===== config.mk =====
export PLATFORM = sky130hd
export DESIGN_NAME = mux_scan_ctrl
export DESIGN_NICKNAME = d
export VERILOG_FILES = /design/src/rtl/mux_scan_ctrl_pkg.sv /design/src/rtl/mux_scan_ctrl_dwell_timer.sv /design/src/rtl/mux_scan_ctrl.sv
export SDC_FILE = /design/constraint.sdc
export NUM_CORES = 1
export LEC_CHECK = 0
export ABC_AREA = 1
export CORE_ASPECT_RATIO = 0.8
export CORE_MARGIN = 8
export CORE_UTILIZATION = 45
export CTS_CLUSTER_DIAMETER = 40
export CTS_CLUSTER_SIZE = 14
export DETAILED_ROUTE_END_ITERATION = 10
export GPL_TIMING_DRIVEN = 0
export PLACE_DENSITY_LB_ADDON = 0.3
export SYNTH_ARGS = -nofsm -noshare
export SYNTH_HDL_FRONTEND = slang
export SYNTH_SLANG_ARGS = --single-unit

===== constraint.sdc =====
create_clock -name Clk -period 1.1 [get_ports Clk]
set_input_delay 0.33 -clock Clk [delete_from_list [all_inputs] [get_ports Clk]]
set_output_delay 0.33 -clock Clk [all_outputs]
set_load 0.02 [all_outputs]

===== src/rtl/mux_scan_ctrl_pkg.sv =====
// rtl/mux_scan_ctrl_pkg.sv - shared state encodings and widths for the mux scan sequencer
package mux_scan_ctrl_pkg;

    localparam int SEL_W  = 2;
    localparam int NUM_CH = 4;

    typedef enum logic [1:0] {
        ST_IDLE = 2'd0,
        ST_SCAN = 2'd1,
        ST_DONE = 2'd2
    } state_t;

    // Dwell counter needs to reach DWELL-1; a DWELL of 1 still gets one bit.
    function automatic int cnt_width(input int dwell);
        return (dwell > 1) ? $clog2(dwell) : 1;
    endfunction

endpackage


===== src/rtl/mux_scan_ctrl_dwell_timer.sv =====
// rtl/mux_scan_ctrl_dwell_timer.sv - per-channel dwell counter, ticks on the last cycle of a dwell
module dwell_timer
    import mux_scan_ctrl_pkg::*;
#(
    parameter int DWELL = 4
) (
    input  logic Clk,
    input  logic Rst,
    input  logic En,
    input  logic Clr,
    output logic Tick
);

    localparam int            CW   = cnt_width(DWELL);
    localparam logic [CW-1:0] LAST = CW'(DWELL - 1);

    logic [CW-1:0] count;

    // Wraps only through Clr on Tick, never by rolling over.
    always_ff @(posedge Clk or posedge Rst) begin
        if (Rst) begin
            count <= '0;
        end else if (Clr) begin
            count <= '0;
        end else if (En) begin
            count <= count + CW'(1);
        end
    end

    assign Tick = (count == LAST);

endmodule


===== src/rtl/mux_scan_ctrl.sv =====
// rtl/mux_scan_ctrl.sv - steps the Mux4 select through all channels and publishes a 4-bit sample word
module mux_scan_ctrl
    import mux_scan_ctrl_pkg::*;
#(
    parameter int DWELL = 4
) (
    input  logic              Clk,
    input  logic              Rst,
    input  logic              Start,
    input  logic              Cont,
    input  logic              Abort,
    input  logic              MuxIn,
    output logic [SEL_W-1:0]  Se1,
    output logic              Busy,
    output logic              Done,
    output logic [NUM_CH-1:0] Result
);

    state_t            state;
    state_t            state_nx;
    logic              tick;
    logic              scanning;
    logic              last_sample;
    logic              cont_q;
    logic [NUM_CH-1:0] shadow;

    assign scanning    = (state == ST_SCAN);
    assign last_sample = scanning && tick && (Se1 == SEL_W'(NUM_CH - 1));

    dwell_timer #(
        .DWELL(DWELL)
    ) u_timer (
        .Clk (Clk),
        .Rst (Rst),
        .En  (scanning),
        .Clr (!scanning || tick || Abort),
        .Tick(tick)
    );

    always_ff @(posedge Clk or posedge Rst) begin
        if (Rst) begin
            state <= ST_IDLE;
        end else begin
            state <= state_nx;
        end
    end

    always_comb begin
        state_nx = state;
        Busy     = 1'b0;
        Done     = 1'b0;
        case (state)
            ST_IDLE: begin
                if (Start && !Abort) state_nx = ST_SCAN;
            end
            ST_SCAN: begin
                Busy = 1'b1;
                if (Abort)            state_nx = ST_IDLE;
                else if (last_sample) state_nx = ST_DONE;
            end
            ST_DONE: begin
                Busy = cont_q;
                Done = 1'b1;
                if (Abort)       state_nx = ST_IDLE;
                else if (cont_q) state_nx = ST_SCAN;
                else             state_nx = ST_IDLE;
            end
            default: state_nx = ST_IDLE;
        endcase
    end

    // Select increment wraps 11->00 on the last sample, so DONE hands the next scan a clean select.
    always_ff @(posedge Clk or posedge Rst) begin
        if (Rst) begin
            Se1    <= '0;
            shadow <= '0;
            Result <= '0;
            cont_q <= 1'b0;
        end else if (Abort && (state != ST_IDLE)) begin
            Se1    <= '0;
            shadow <= '0;
        end else if (scanning && tick) begin
            shadow[Se1] <= MuxIn;
            Se1         <= Se1 + SEL_W'(1);
            if (last_sample) begin
                Result <= {MuxIn, shadow[NUM_CH-2:0]};
                cont_q <= Cont;
            end
        end
    end

endmodule


run_1/ff_map.png
Bar = 20 µm.
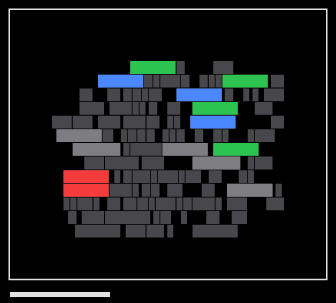
`Result` -> green  # flops 4
`shadow` -> blue  # flops 3
`u_timer.count` -> red  # flops 2
Seq area share: 0.312
Core Util, Final: 0.689
register area: 353 µm²

run_1/route_heat.png
Bar = 20 µm. 13 x 11 tiles, from dark blue (low) to red (high), scaled to the fullest tile. Values are wire area over tile area, all layers added.
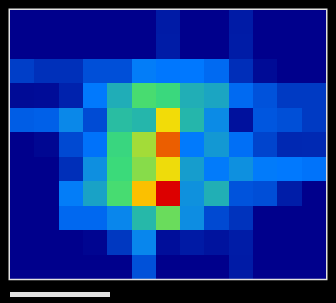
densest ninth of the die = centre
tiles over half the peak = 7.0%
mean over tiles = 0.079
emptiest ninth of the die = lower right
DR WL/cell: 12.2 µm
Tot GR Track Use: 0.111
Post-Route WL: 1650 µm

==> results.tsv, run 1 <==
metric	value	unit
synth_chip_area	797	µm²
setup_ws	-0.563	ns
crit_fanout	4	
gp_congestion	0.745	
critical_path.cell_chain	inv_4, ha_4, nand2_4, a21boi_4, buf_6	
dp.cells	124	
critPathTopFamily	flip-flops	
synth.cell_area	797	µm²
area_delta_synth_final	41.9	%
drive_gt1_frac	0.333	
met3_usage	0.0559	
cts_resized	50	
num-multi-input-gates	60	
antenna_found_initial	0	
dr.max_layer_used	met4	
powerDensity	1690	nW/µm²
critPathBufInv	2	
inv_count	15	
worstSetupStartpointType	flip-flop	
final_antenna_net_count	0	
overflow	0	
cts_max_path_buffers	2	
hp-class	input port to asynchronous set/reset pin	
ys_types	18	
cts_setup_buffers	4	
wl_met2	762	µm
skew	0.00871	ns
worst-setup-path-type	flip-flop to primary output	
worst_ir_drop_vdd	1240	µV
drtIter0Drc	22	
fmax	601	MHz
status	finished with violations	
syn_nets	105	
clockRootBuffer	clkbuf_4	
path_clk_slew	0.08	ns
core_area	1640	µm²
total_power	1.91	mW
area.combinational	454	µm²
critPathArrivalTime	1.33	ns
endpoint_kind	primary output	
leakage	0.559	nW
worst_hold_slack	0.361	ns
drv_slew	0	
fp-utilization	0.485	
wl_met1	740	µm
final.min_clock_period	1.66	ns
setup_tns	-5.29	ns
dpl_cell_area	990	µm²
post-route-period-util	1.51	
final-setup-viol-count	22	
rsz0062_at_grt	true	
vias	645	
clock_area_frac	0.0321	
violations	negative setup slack	
dominant_cells	combinational gates	
ys_ff	14	
met1_usage	0.127	
viasPerCell	4.74	
tapCellCount	22	
fin_cells	136	
comb_share	0.402	
hpwl	1190	µm
met2_usage	0.173	
n_fill_cell	130	
lay_top_count	nand2_1	
clkbuf_count	4	
slowest_stage	dfrtp_2	
diodes	0	
yosys.stat.seqShare	0.440	
nets	131	
worst_ep_required_time	0.77	ns
worstSetupStartpoint	state[0]	
maxCapViolCount	0	
yosysCellCount	89	
postCtsHoldBufs	0	
cts_tree	yes	
run_1/pinout.png
Bar = 20 µm. Pins as bars across the die edge, other pins in grey.
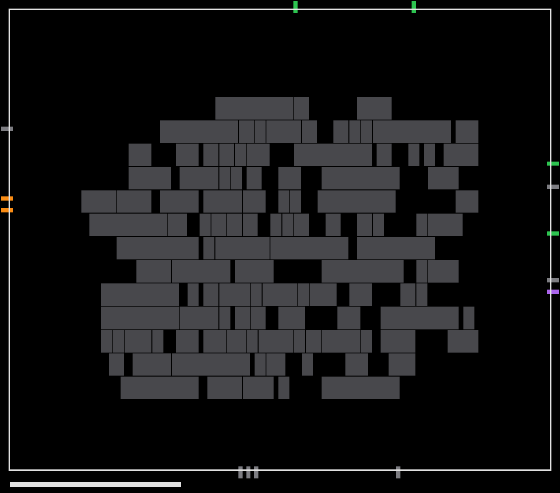
`Result` -> green  # pins 4, direction output, edge 2 right, 2 top
`Se1` -> orange  # pins 2, direction output, edge left
`Cont` -> purple  # pins 1, direction input, edge right
all pins by edge = 5 right, 4 bottom, 3 left, 2 top
Port Buf Inserts: 13
Die W: 63.1 µm
die height: 53.6 µm

run_1/clock_nets.png
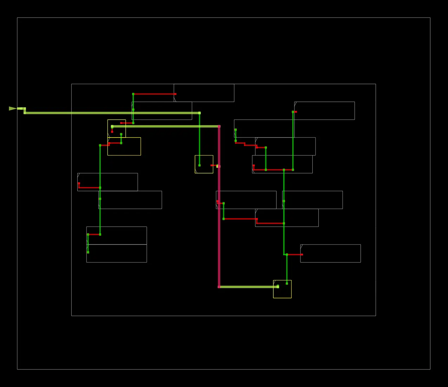
Late-Pin Clk Latency: 0.29 ns
Num CTS Buffers: 3
clk sink count: 14
clock network power: 0.370 mW
flop count: 14

[run 1: path summary, 6_finish.rpt]
| check | end | cells past startpoint |
|---|---|---|
| min in group Clk | Result[1] | 2 |
| worst min register to register | Result[1] | 2 |
| max in group asynchronous | Se1[0] | 2 |
| worst max register to register | Result[1] | 8 |
| worst min-delay path | cont_q | 2 |
| worst max-delay path | Busy | 5 |
[run 1: synth_stat cells (all sizes together)]
cell type | n | share of area
clkinv | 1 | 0.0063
ha | 10 | 0.16
nand3 | 5 | 0.047
nand2 | 23 | 0.13
nand3b | 1 | 0.0094
a21boi | 1 | 0.0094
nor2 | 2 | 0.0094
o21ai | 11 | 0.074
inv | 14 | 0.066
dfrtp | 14 | 0.44
xnor2 | 1 | 0.011
a21oi | 6 | 0.038
[run 1: sequential cells by signal, indices dropped and copies added, names as in the netlist]
name / count
Result: 4
shadow: 3
Se1: 2
state: 2
u_timer.count: 2
cont_q: 1
[run 1: cell families after synthesis]
kind of cell / Yosys count / synth area share
adders and majority gates: 10 / 0.157
and+or+nand+nor: 31 / 0.199
AOI/OAI and AO/OA: 18 / 0.121
xor gates and xnor gates: 1 / 0.0110
buffers and inverters: 15 / 0.0722
DFF: 14 / 0.440
[run 1: report_power, final]
part / switching, mW / leakage (nW) / internal, mW
clock network: 0.168 / 0.0210 / 0.202
logic: 0.501 / 0.350 / 0.421
registers: 0.0477 / 0.188 / 0.574
total: 0.717 / 0.559 / 1.20
[run 1: worst register-to-register path: stages (launching register included)]
cell	delay (ns)
dfrtp_1	0.40
inv_2	0.13
buf_4	0.15
ha_1	0.23
nand2_4	0.11
clkinv_2	0.09
nand3_4	0.12
nand2_1	0.08
o21ai_1	0.05
==> run 1 -> run 2 <==
--- a/config.mk
+++ b/config.mk
@@ -6,6 +6,7 @@
 export NUM_CORES = 1
 export LEC_CHECK = 0
 export ABC_AREA = 1
+export CAP_MARGIN = 30
 export CORE_ASPECT_RATIO = 0.8
 export CORE_MARGIN = 8
 export CORE_UTILIZATION = 45
@@ -13,7 +14,7 @@
 export CTS_CLUSTER_SIZE = 14
 export DETAILED_ROUTE_END_ITERATION = 10
 export GPL_TIMING_DRIVEN = 0
-export PLACE_DENSITY_LB_ADDON = 0.3
+export PLACE_DENSITY_LB_ADDON = 0.08
 export SYNTH_ARGS = -nofsm -noshare
 export SYNTH_HDL_FRONTEND = slang
 export SYNTH_SLANG_ARGS = --single-unit
run_2/pinout.png
Bar = 20 µm. Pins as bars across the die edge, other pins in grey.
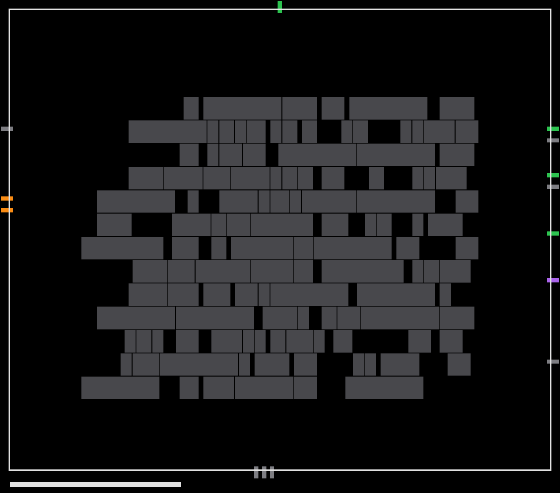
`Cont` -> purple  # pins 1, direction input, edge right
`Se1` -> orange  # pins 2, direction output, edge left
`Result` -> green  # pins 4, direction output, edge 3 right, 1 top

==> run 2 against run 1 <==
Against the previous run: count of clock-buffer cells in the layout stayed put; hold slack better by 0.023 ns; sequential share of layout area is 2.9 points lower; the flow still finishes with violations (negative setup slack); critical path type unchanged; cell count is 4.4% higher; global-route usage is 0.19 points lower; clock skew is 0.0081 ns lower; first-iteration DRC count is 41% lower; synthesized cell count stayed put.
==> results.tsv, run 2 <==
metric	value	unit
nets	137	
clk_latency	0.28	ns
synth.area.top_cells	dfrtp_1, ha_1, nand2_1, inv_1, o21ai_1	
die_w	63.1	µm
critPathArrivalTime	1.28	ns
edf_count	0	
endpoint_kind	primary output	
fp-utilization	0.485	
clockRootBuffer	clkbuf_4	
wl_met2	836	µm
worst_ep_required_time	0.77	ns
diodes	0	
synth_chip_area	797	µm²
met1_usage	0.130	
syn_nets	105	
critPathTopFamily	flip-flops	
status	finished with violations	
synth_top_area_share	0.440	
yosysCellCount	89	
worstSetupStartpoint	state[0]	
drive_gt1_frac	0.450	
post-route-period-util	1.46	
fmax	621	MHz
post-route-util	0.760	
drv_slew	0	
r2r_cells	8	
critical_path.cell_chain	buf_4, ha_4, inv_4, a21boi_4, buf_6	
hp-class	input port to asynchronous set/reset pin	
setup_ws	-0.511	ns
violations	negative setup slack	
worst_hold_slack	0.384	ns
final.min_clock_period	1.61	ns
viasPerCell	4.71	
overflow	0	
maxCapViolCount	0	
synth.cell_area	797	µm²
ys_ff	14	
dr.max_layer_used	met4	
path_clk_slew	0.08	ns
gp_congestion	0.809	
wl_per_cell	13.0	µm
hpwl	1120	µm
worstSetupStartpointType	flip-flop	
lay_top_count	nand2_1	
largest_register_ff_count	4	
wl	1850	µm
core_area	1640	µm²
critPathBufInv	3	
setup_tns	-4.58	ns
wl_met1	893	µm
powerDensity	1640	nW/µm²
die_h	53.6	µm
worst_ir_drop_vdd	1270	µV
path_depth	5	
ys_types	18	
antenna_found_initial	0	
final-setup-viol-count	22	
top_register	Result	
ys_top_cells_by_count	nand2_1, dfrtp_1, inv_1	
-- run 2: cell counts after synthesis --
No cell type changed its count.
-- run 2: power by group --
group | total, mW | leakage, nW | internal (mW) | switching (mW)
registers | 0.614 | 0.188 | 0.574 | 0.0400
logic | 1.07 | 0.391 | 0.483 | 0.582
clock network | 0.370 | 0.0210 | 0.201 | 0.169
-- run 2: worst paths after layout --
kind,to,slack (ns)
worst max-delay path,Busy,-0.51
worst min-delay path,Result[1],0.38
worst max register to register,shadow[0],-0.32
worst min register to register,shadow[2],0.52
max in group asynchronous,Se1[0],0.34
min in group Clk,shadow[2],0.52
-- run 2: area by class of cell --
| class | count | area (µm²) |
|---|---|---|
| Tap cell | 22 | 27.5 |
| Fill cell | 100 | 394 |
| Timing Repair Buffer | 26 | 246 |
| Inverter | 15 | 66.3 |
| Multi-Input combinational cell | 61 | 519 |
| Clock buffer | 4 | 36.3 |
| Sequential cell | 14 | 353 |
-- run 2: what timing repair did --
action / CTS / global route
resized: 60 / 9
cloned: 1 / 0
setup buffers: 9 / 4
setup endpoints to repair: 20 / 22
pin swaps: 2 / 3
-- run 2: logic make-up after synthesis --
| logic type | after synthesis | synth area share |
|---|---|---|
| AND/OR/NAND/NOR | 31 | 0.199 |
| AND-OR/OR-AND | 18 | 0.121 |
| buffers and inverters | 15 | 0.0722 |
| flip-flops | 14 | 0.440 |
| adder cells (fa/ha/maj) | 10 | 0.157 |
| XOR/XNOR | 1 | 0.0110 |
-- run 2: stage by stage --
stage	std cells	setup slack, ns	power [mW]
2_1_floorplan	89	-0.190	1.18
3_3_place_gp	124	-0.793	1.31
3_5_place_dp	124	-0.822	1.34
4_1_cts	138	-0.512	1.98
5_1_grt	142	-0.555	2.18
6_report	142	-0.511	2.05
==> run 2 -> run 3 <==
--- a/config.mk
+++ b/config.mk
@@ -5,7 +5,6 @@
 export SDC_FILE = /design/constraint.sdc
 export NUM_CORES = 1
 export LEC_CHECK = 0
-export ABC_AREA = 1
 export CAP_MARGIN = 30
 export CORE_ASPECT_RATIO = 0.8
 export CORE_MARGIN = 8
run_3/route_heat.png
Bar = 20 µm. 13 x 11 tiles, from dark blue (low) to red (high), scaled to the fullest tile. Values are wire area over tile area, all layers added.
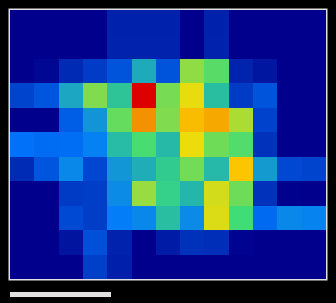
tiles over half the peak = 16%
nearly empty tiles = 38%
fullest tile = 0.41
emptiest ninth of the die = upper right
DR WL/cell: 15.2 µm
via count: 576

==> run 3 against run 2 <==
Against the previous run: the flow still finishes with violations (negative setup slack); clock power decreased by 17%; combinational power decreased by 23%; global-route usage decreased by 0.31 points; sequential cell count unchanged; sequential share of layout area increased by 2.3 points; hold slack got worse by 0.011 ns.
==> results.tsv, run 3 <==
metric	value	unit
worstSetupStartpointType	flip-flop	
core_area	1630	µm²
worst_hold_slack	0.373	ns
syn_nets	85	
postCtsHoldBufs	0	
wl	1750	µm
yosysCellCount	69	
crit_fanout	4	
cts_max_path_buffers	2	
top_cell	dfrtp_1	
synth.cell_area	782	µm²
final.min_clock_period	1.62	ns
worst_ep_required_time	0.77	ns
dpl_cell_area	992	µm²
n_fill_cell	109	
area_delta_synth_final	48.0	%
largest_register_ff_count	4	
ys_top_cells_by_count	dfrtp_1, ha_1, nor2_1	
fmax	618	MHz
maxCapViolCount	0	
clk_latency	0.29	ns
violations	negative setup slack	
viasPerCell	5.01	
worst-setup-path-type	flip-flop to primary output	
gr-usage-all-layers	0.106	
r2r_cells	6	
hp-class	input port to asynchronous set/reset pin	
largest_area_cell	dfrtp_1	
die_h	53.3	µm
final-setup-viol-count	22	
fp-utilization	0.481	
ys_ff	14	
critPathArrivalTime	1.29	ns
yosys.stat.seqShare	0.448	
layout_top_registers	Result (4), shadow (3)	
diodes	0	
ys_types	20	
hpwl	1080	µm
top_register	Result	
rr_endpoint	Result[0]	
drv_slew	0	
path_clk_slew	0.09	ns
ys_dominant_reg_cell	dfrtp_1	
clockRootBuffer	clkbuf_4	
status	finished with violations	
final_antenna_net_count	0	
post-route-util	0.712	
drive_gt1_frac	0.516	
r2r_slack	-0.47	ns
endpoint	Busy	
cts_tree	yes	
rsz0062_at_grt	true	
drtIter0Drc	1	
edf_count	0	
numCtsBuffers	3	
leakage	0.533	nW
synth.area.top_cells	dfrtp_1, ha_1, mux2_2, mux2i_1, nor2_1	
synth_chip_area	782	µm²
place_ws	-0.873	ns
post-route-period-util	1.47	
antenna_found_initial	0	
endpoint_kind	primary output	
nets	110	
setup_ws	-0.517	ns
worst_ir_drop_vdd	1190	µV
cts.sinks	14	
run 3: metal layers:
metal	share of wire	GRT usage	wire length [µm]
met5	0	0	0
met4	0.015	0.0113	26
met3	0.055	0.0463	96
met2	0.50	0.192	870
met1	0.43	0.119	752
run 3: where the power goes:
part           total (mW)  switching [mW]  internal (mW)
Sequential          0.625          0.0632          0.562
Clock               0.307           0.166          0.141
Combinational       0.822           0.399          0.423
run 3: area by class of cell:
| class | count | area (µm²) | area share |
|---|---|---|---|
| Multi-Input combinational cell | 50 | 532 | 0.459 |
| Sequential cell | 14 | 354 | 0.306 |
| Timing Repair Buffer | 20 | 196 | 0.170 |
| Tap cell | 22 | 27.5 | 0.0238 |
| Clock buffer | 4 | 26.3 | 0.0227 |
| Inverter | 5 | 21.3 | 0.0184 |
run 3: what timing repair did:
item | 4_1_cts | 5_1_grt
hold endpoints to repair | 0 | 0
pin swaps | 5 | 3
setup buffers | 7 | 0
setup endpoints to repair | 22 | 22
gates resized | 61 | 4
cloned | 0 | 0
run 3: critical path, stage by stage (launching register included):
cell	delay, ns
dfrtp_2	0.45
inv_4	0.07
ha_4	0.18
a21oi_4	0.14
nor2b_4	0.05
buf_6	0.12
run 3: per-stage QoR:
stage | TNS, ns | instances | total power, mW
6_report | -5.84 | 115 | 1.75
3_3_place_gp | -7.66 | 104 | 1.19
4_1_cts | -5.84 | 115 | 1.73
5_1_grt | -7.08 | 115 | 1.85
3_5_place_dp | -7.66 | 104 | 1.21
2_1_floorplan | -1.94 | 69 | 1.06
run 3: cells by family (layout without fill, tap and decap cells):
group,count (synthesis),after routing,share of synthesized area
xor+xnor,2,2,0.0224
compound gates,7,7,0.0544
flops,14,14,0.448
mux,10,10,0.136
simple gates,21,21,0.155
buf+inv,5,29,0.0240
fa+ha+maj,10,10,0.160

==> screenshots <==
Metal 1.
Bar = 20 µm.
image #1
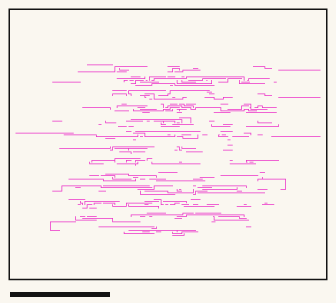
image #2
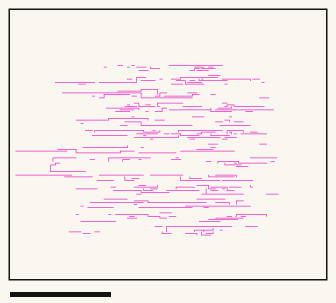
| from | picture |
|---|---|
| run 2 | image #1 |
| run 3 | image #2 |

Power is estimated from default activity; no workload was simulated.
